### Metal layers overlaid

Two of the layers only.
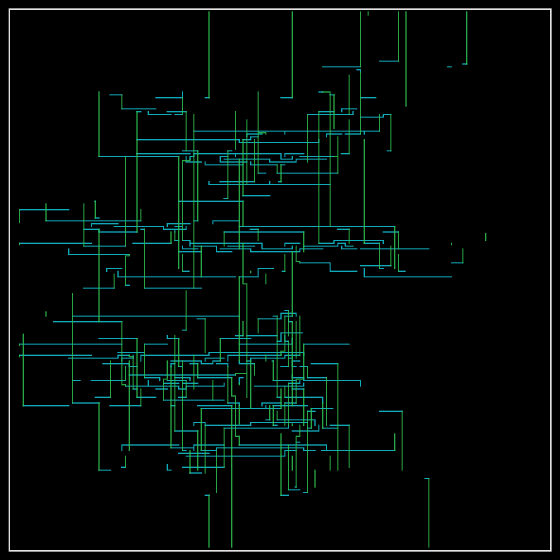
### Pin map

Pins as bars across the die edge, other pins in gray.
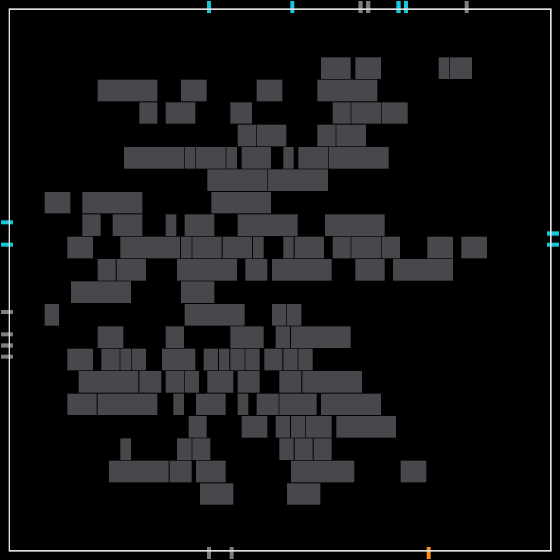
**src/rtl/serial_deserializer.sv**
```systemverilog
// Serial-to-parallel collector: assembles WIDTH-bit words from a strobed bit stream into a one-entry Valid/Rdy output register.
// Optional even-parity trailer bit enabled by defining SERIAL_DESERIALIZER_PARITY_EN.
module serial_deserializer #(
    parameter int WIDTH     = 8,
    parameter bit MSB_FIRST = 1'b1
) (
    input  logic             CLK,
    input  logic             RST,
    input  logic             En,
    input  logic             D,
    input  logic             Clr,
    input  logic             Rdy,
    output logic [WIDTH-1:0] Q,
    output logic             Valid,
    output logic             Busy,
    output logic             Overrun,
    output logic             ParErr
);

`ifdef SERIAL_DESERIALIZER_PARITY_EN
    localparam int FRAME = WIDTH + 1;
`else
    localparam int FRAME = WIDTH;
`endif
    localparam int CW = $clog2(FRAME + 1);
    localparam logic [CW-1:0] LAST = CW'(FRAME - 1);

    typedef enum logic {IDLE, COLLECT} state_t;

    state_t           state_reg, state_next;
    logic [CW-1:0]    count_reg, count_next;
    logic [WIDTH-1:0] sreg_reg, sreg_next;
    logic [WIDTH-1:0] q_reg, q_next;
    logic             valid_reg, valid_next;
    logic             busy_reg;
    logic             overrun_reg, overrun_next;
    logic             parerr_reg, parerr_next;
    logic [WIDTH-1:0] shifted;
    logic [WIDTH-1:0] word;
    logic             word_perr;
    logic             shift_en;
    logic             complete;

    // Wiring of the shift path: new bit enters at the LSB end (MSB-first) or the MSB end (LSB-first).
    for (genvar gi = 0; gi < WIDTH; gi++) begin : g_shift
        if (MSB_FIRST) begin : g_msb
            if (gi == 0) begin : g_in
                assign shifted[gi] = D;
            end else begin : g_mid
                assign shifted[gi] = sreg_reg[gi-1];
            end
        end else begin : g_lsb
            if (gi == WIDTH - 1) begin : g_in
                assign shifted[gi] = D;
            end else begin : g_mid
                assign shifted[gi] = sreg_reg[gi+1];
            end
        end
    end

`ifdef SERIAL_DESERIALIZER_PARITY_EN
    // The trailing parity bit is checked against the data already held in sreg and never shifted in.
    assign word      = sreg_reg;
    assign word_perr = (^sreg_reg) ^ D;
    assign shift_en  = (count_reg != CW'(WIDTH));
`else
    assign word      = shifted;
    assign word_perr = 1'b0;
    assign shift_en  = 1'b1;
`endif

    always_comb begin
        state_next   = state_reg;
        count_next   = count_reg;
        sreg_next    = sreg_reg;
        q_next       = q_reg;
        valid_next   = valid_reg;
        overrun_next = overrun_reg;
        parerr_next  = parerr_reg;
        complete     = 1'b0;

        if (Clr) begin
            state_next   = IDLE;
            count_next   = '0;
            sreg_next    = '0;
            overrun_next = 1'b0;
        end else if (En) begin
            if (shift_en) begin
                sreg_next = shifted;
            end
            case (state_reg)
                IDLE: begin
                    count_next = CW'(1);
                    state_next = COLLECT;
                end
                default: begin
                    if (count_reg == LAST) begin
                        complete   = 1'b1;
                        count_next = '0;
                        state_next = IDLE;
                    end else begin
                        count_next = count_reg + CW'(1);
                    end
                end
            endcase
        end

        if (complete) begin
            if (!valid_reg || Rdy) begin
                q_next      = word;
                valid_next  = 1'b1;
                parerr_next = word_perr;
            end else begin
                overrun_next = 1'b1;
            end
        end else if (valid_reg && Rdy) begin
            valid_next = 1'b0;
        end
    end

    always_ff @(posedge CLK) begin
        if (!RST) begin
            state_reg   <= IDLE;
            count_reg   <= '0;
            sreg_reg    <= '0;
            q_reg       <= '0;
            valid_reg   <= 1'b0;
            busy_reg    <= 1'b0;
            overrun_reg <= 1'b0;
            parerr_reg  <= 1'b0;
        end else begin
            state_reg   <= state_next;
            count_reg   <= count_next;
            sreg_reg    <= sreg_next;
            q_reg       <= q_next;
            valid_reg   <= valid_next;
            busy_reg    <= (count_next != '0);
            overrun_reg <= overrun_next;
            parerr_reg  <= parerr_next;
        end
    end

    assign Q       = q_reg;
    assign Valid   = valid_reg;
    assign Busy    = busy_reg;
    assign Overrun = overrun_reg;
`ifdef SERIAL_DESERIALIZER_PARITY_EN
    assign ParErr  = parerr_reg;
`else
    assign ParErr  = 1'b0;
`endif

endmodule
```
**config.mk**
```make
export PLATFORM = sky130hd
export DESIGN_NAME = serial_deserializer
export DESIGN_NICKNAME = d
export VERILOG_FILES = /design/src/rtl/serial_deserializer.sv
export SDC_FILE = /design/constraint.sdc
export NUM_CORES = 1
export LEC_CHECK = 0
export ABC_AREA = 0
export CAP_MARGIN = 20
export CORE_MARGIN = 4
export CORE_UTILIZATION = 30
export DETAILED_ROUTE_END_ITERATION = 10
export GPL_ROUTABILITY_DRIVEN = 1
export GPL_TIMING_DRIVEN = 0
export SLEW_MARGIN = 20
export SYNTH_ARGS = -nofsm -noshare
export SYNTH_HDL_FRONTEND = slang
export SYNTH_SLANG_ARGS = --single-unit
```
**constraint.sdc**
```tcl
create_clock -name CLK -period 1.8 [get_ports CLK]
set_input_delay 0.54 -clock CLK [delete_from_list [all_inputs] [get_ports CLK]]
set_output_delay 0.54 -clock CLK [all_outputs]
set_load 0.02 [all_outputs]
```
==> run notes <==
flow finished, numbers: root buf cell clkbuf_4, crit-path leading delay family simple AND/OR/NAND/NOR gates, Critical Path Start count_reg[0], fraction of layout cells with a size suffix above 1 between 10 and 15%, sequential power share 63.5%, Hold Crit Start Overrun, WL final 1760 µm, number of global-route vias before repair 719, Setup crit start kind register, initial antenna violation count 0, Sw Pwr 0.190 mW, final clock skew 0.0115 ns, WHS Path Cells 2, Flop+latch power 0.516 mW, yosys synthesis chip area 993 µm², via count around 710, yosys warns 0, # nets final between 100 and 150, gate count after technology mapping 97, Top Consumer registers, final critical-path share of the clock period about 91%, syn nets 104, Post-DP HPWL 1260 µm, mux share between 15 and 20%, register-to-register setup slack approximately 0.17 ns, CP max FO 4, Comb group 0.0553 mW, CP max stage delay 0.40 ns, Worst R2R Start count_reg[0], Final Hold Fails 0, RSZ-0062 raised after global routing no, Clk power about 0.24 mW, Comb pwr share 6.8%, core footprint 3100 µm², P_leak about 0.54 nW, Cell Type Count 28, seq_cells 23, most frequent cells in the layout dfxtp_1 (23), mux2i_1 (16), dlygate4sd2_1 (11), nor2b_1 (10), nor2_1 (10), FF-to-FF path depth 5, non-clk buf share 15.7%, Final Hold Slack between 0.4 and 0.5 ns, Top logic family simple AND/OR/NAND/NOR gates, Crit Path Category register to register, tool warnings 26, number of port buffers 14, Max Root-Sink Buffers 2, Post-synth regs 23, drt initial violations 7, Peak Freq between 600 and 700 MHz, max_cap viols 0, dominant class by area combinational gates, via/cell ratio 4.43, drt wl/cell roughly 11 µm, CTS tree done, Slew Limit Fails 0, CP max-delay cell dfxtp_1, Commonest Layout Cell dfxtp_1, # rows 20, Syn Area/Cell 10.2 µm², first-pass GRT wire length around 3200 µm, Worst R2R End Busy, Hold EP Overrun, Clk network pwr share 29.7%, fraction of area in clock buffers and inverters about 2.3%, clk slew on worst S/H paths 0.12 ns, Buffers & Inverters on Critical Path 0, total congestion overflow 0, critical path arrival 1.85 ns, Area growth, synth to finish 21.0%, run status complete, no violations, clk ins delay skew pair 0.32 ns, H-tree levels 1, worst path required time 2.01 ns, largest net degree at the start of global routing 14, register share after synthesis about 46%, Flop area between 400 and 500 µm², Chip Height 65.5 µm, Setup violations, final 0, Tap Cells ~44, layout clock buffer count 3, Worst Hold Class register to register, drt first pass iters 4, clk sinks 23, Critical Path Stages 5, Synth Area in Adders 1.26%, io pins 18, global placer's final weighted congestion 0.746, crit path to Busy, ant diodes 0, chip footprint 4300 µm², total track usage 9.64%, pwr/cell area 676 nW/µm², drt drc 0, Comb/total area 39.1%, invs w/o clock 0, AO/OA Area Share ~7.1%, post-CTS setup buffers 0, VDD IR max ~0.37 mV, cell area after synthesis 993 µm², Setup crit end kind register, non-clock buffer count 22, placed instance count 155, Comb area 470 µm², filler cell count 339, FP Util 32.0%, flop share of the area 38.3%, final antenna-violating net count 0, Tmin final 1.63 ns, Yosys Instances 97, max FFs per register 8, P_int 0.624 mW, CTS buffer count 3, non-filler instance count after layout 159, simple share 21.7%, xor/xnor share less than 1%, MI comb cells approximately 66, switching share of total power 23.3%, Worst path most repeated cell nor3_1, Critical Path, Cell by Cell ha_1, nand2_2, nor3_1, nor3_1, a211o_1, DIE WIDTH 65.5 µm
About 'Metal layers overlaid':
Key: cyan = met1 [wire length 872 µm]; green = met2 [wire length 776 µm]

About 'Pin map':
Key: orange = Busy [pins 1, direction output, edge bottom]; cyan = Q [pins 8, direction output, edge 4 top, 2 left, 2 right]
All pins by edge: 7 top, 6 left, 3 bottom, 2 right.

through the flow:
stage / power, mW / worst slack (ns) / area (µm²) / utilization (%) / setup TNS [ns]
floorplan: 0.567 / 0.280 / 993 / - / 0
global placement: 0.584 / -0.187 / 1190 / 38.3 / -2.12
detailed placement: 0.584 / -0.166 / 1190 / 38.3 / -1.88
CTS: 0.832 / 0.169 / 1200 / 38.8 / 0
global route: 0.854 / 0.0443 / 1200 / 38.8 / 0
finish: 0.813 / 0.169 / 1200 / 38.8 / 0
worst register-to-register path, delay by kind of cell, from the launching register on:
kind                       cells  cell delay (ns)
DFF                            1             0.40
AOI/OAI and AO/OA              1             0.28
adders and majority gates      1             0.27
and+or+nand+nor                3             0.58
metal layers:
metal  part of all wire, %  wire length [µm]  track usage [%]  vias to the layer above
li1                      -                 -                -                      367
met1                    49               872             12.8                      317
met2                    44               775             13.5                       16
met3                   3.2                57             1.88                        5
met4                   3.3                59             7.51                        0
met5                     0                 0                0                        -
cells in the mapped netlist:
cell type,n,area [µm²]
nor4_1,1,6.26
nand4bb_1,1,11.3
or3_1,1,6.26
nand2_2,2,12.5
a31oi_4,1,21.3
or4_4,1,11.3
nand3b_1,1,7.51
buf_6,3,33.8
nand2b_2,1,8.76
buf_2,2,10.0
xnor2_1,1,8.76
nor2b_1,10,62.6
a21oi_1,4,20.0
nand3_1,4,20.0
o21bai_1,1,7.51
mux2i_1,16,160
buf_4,2,15.0
nand2_1,1,3.75
nand2b_1,2,12.5
a211o_1,1,8.76
o21ai_0,1,5.00
o21a_1,1,7.51
conb_1,1,3.75
buf_1,1,3.75
nor2_1,10,37.5
dfxtp_1,23,460
nor3_1,3,15.0
ha_1,1,12.5
timing repair:
item / in CTS / in global routing
hold buffers: 0 / 0
setup endpoints to repair: 11 / 0
gates resized: 11 / 0
Power is estimated from default activity; no workload was simulated.
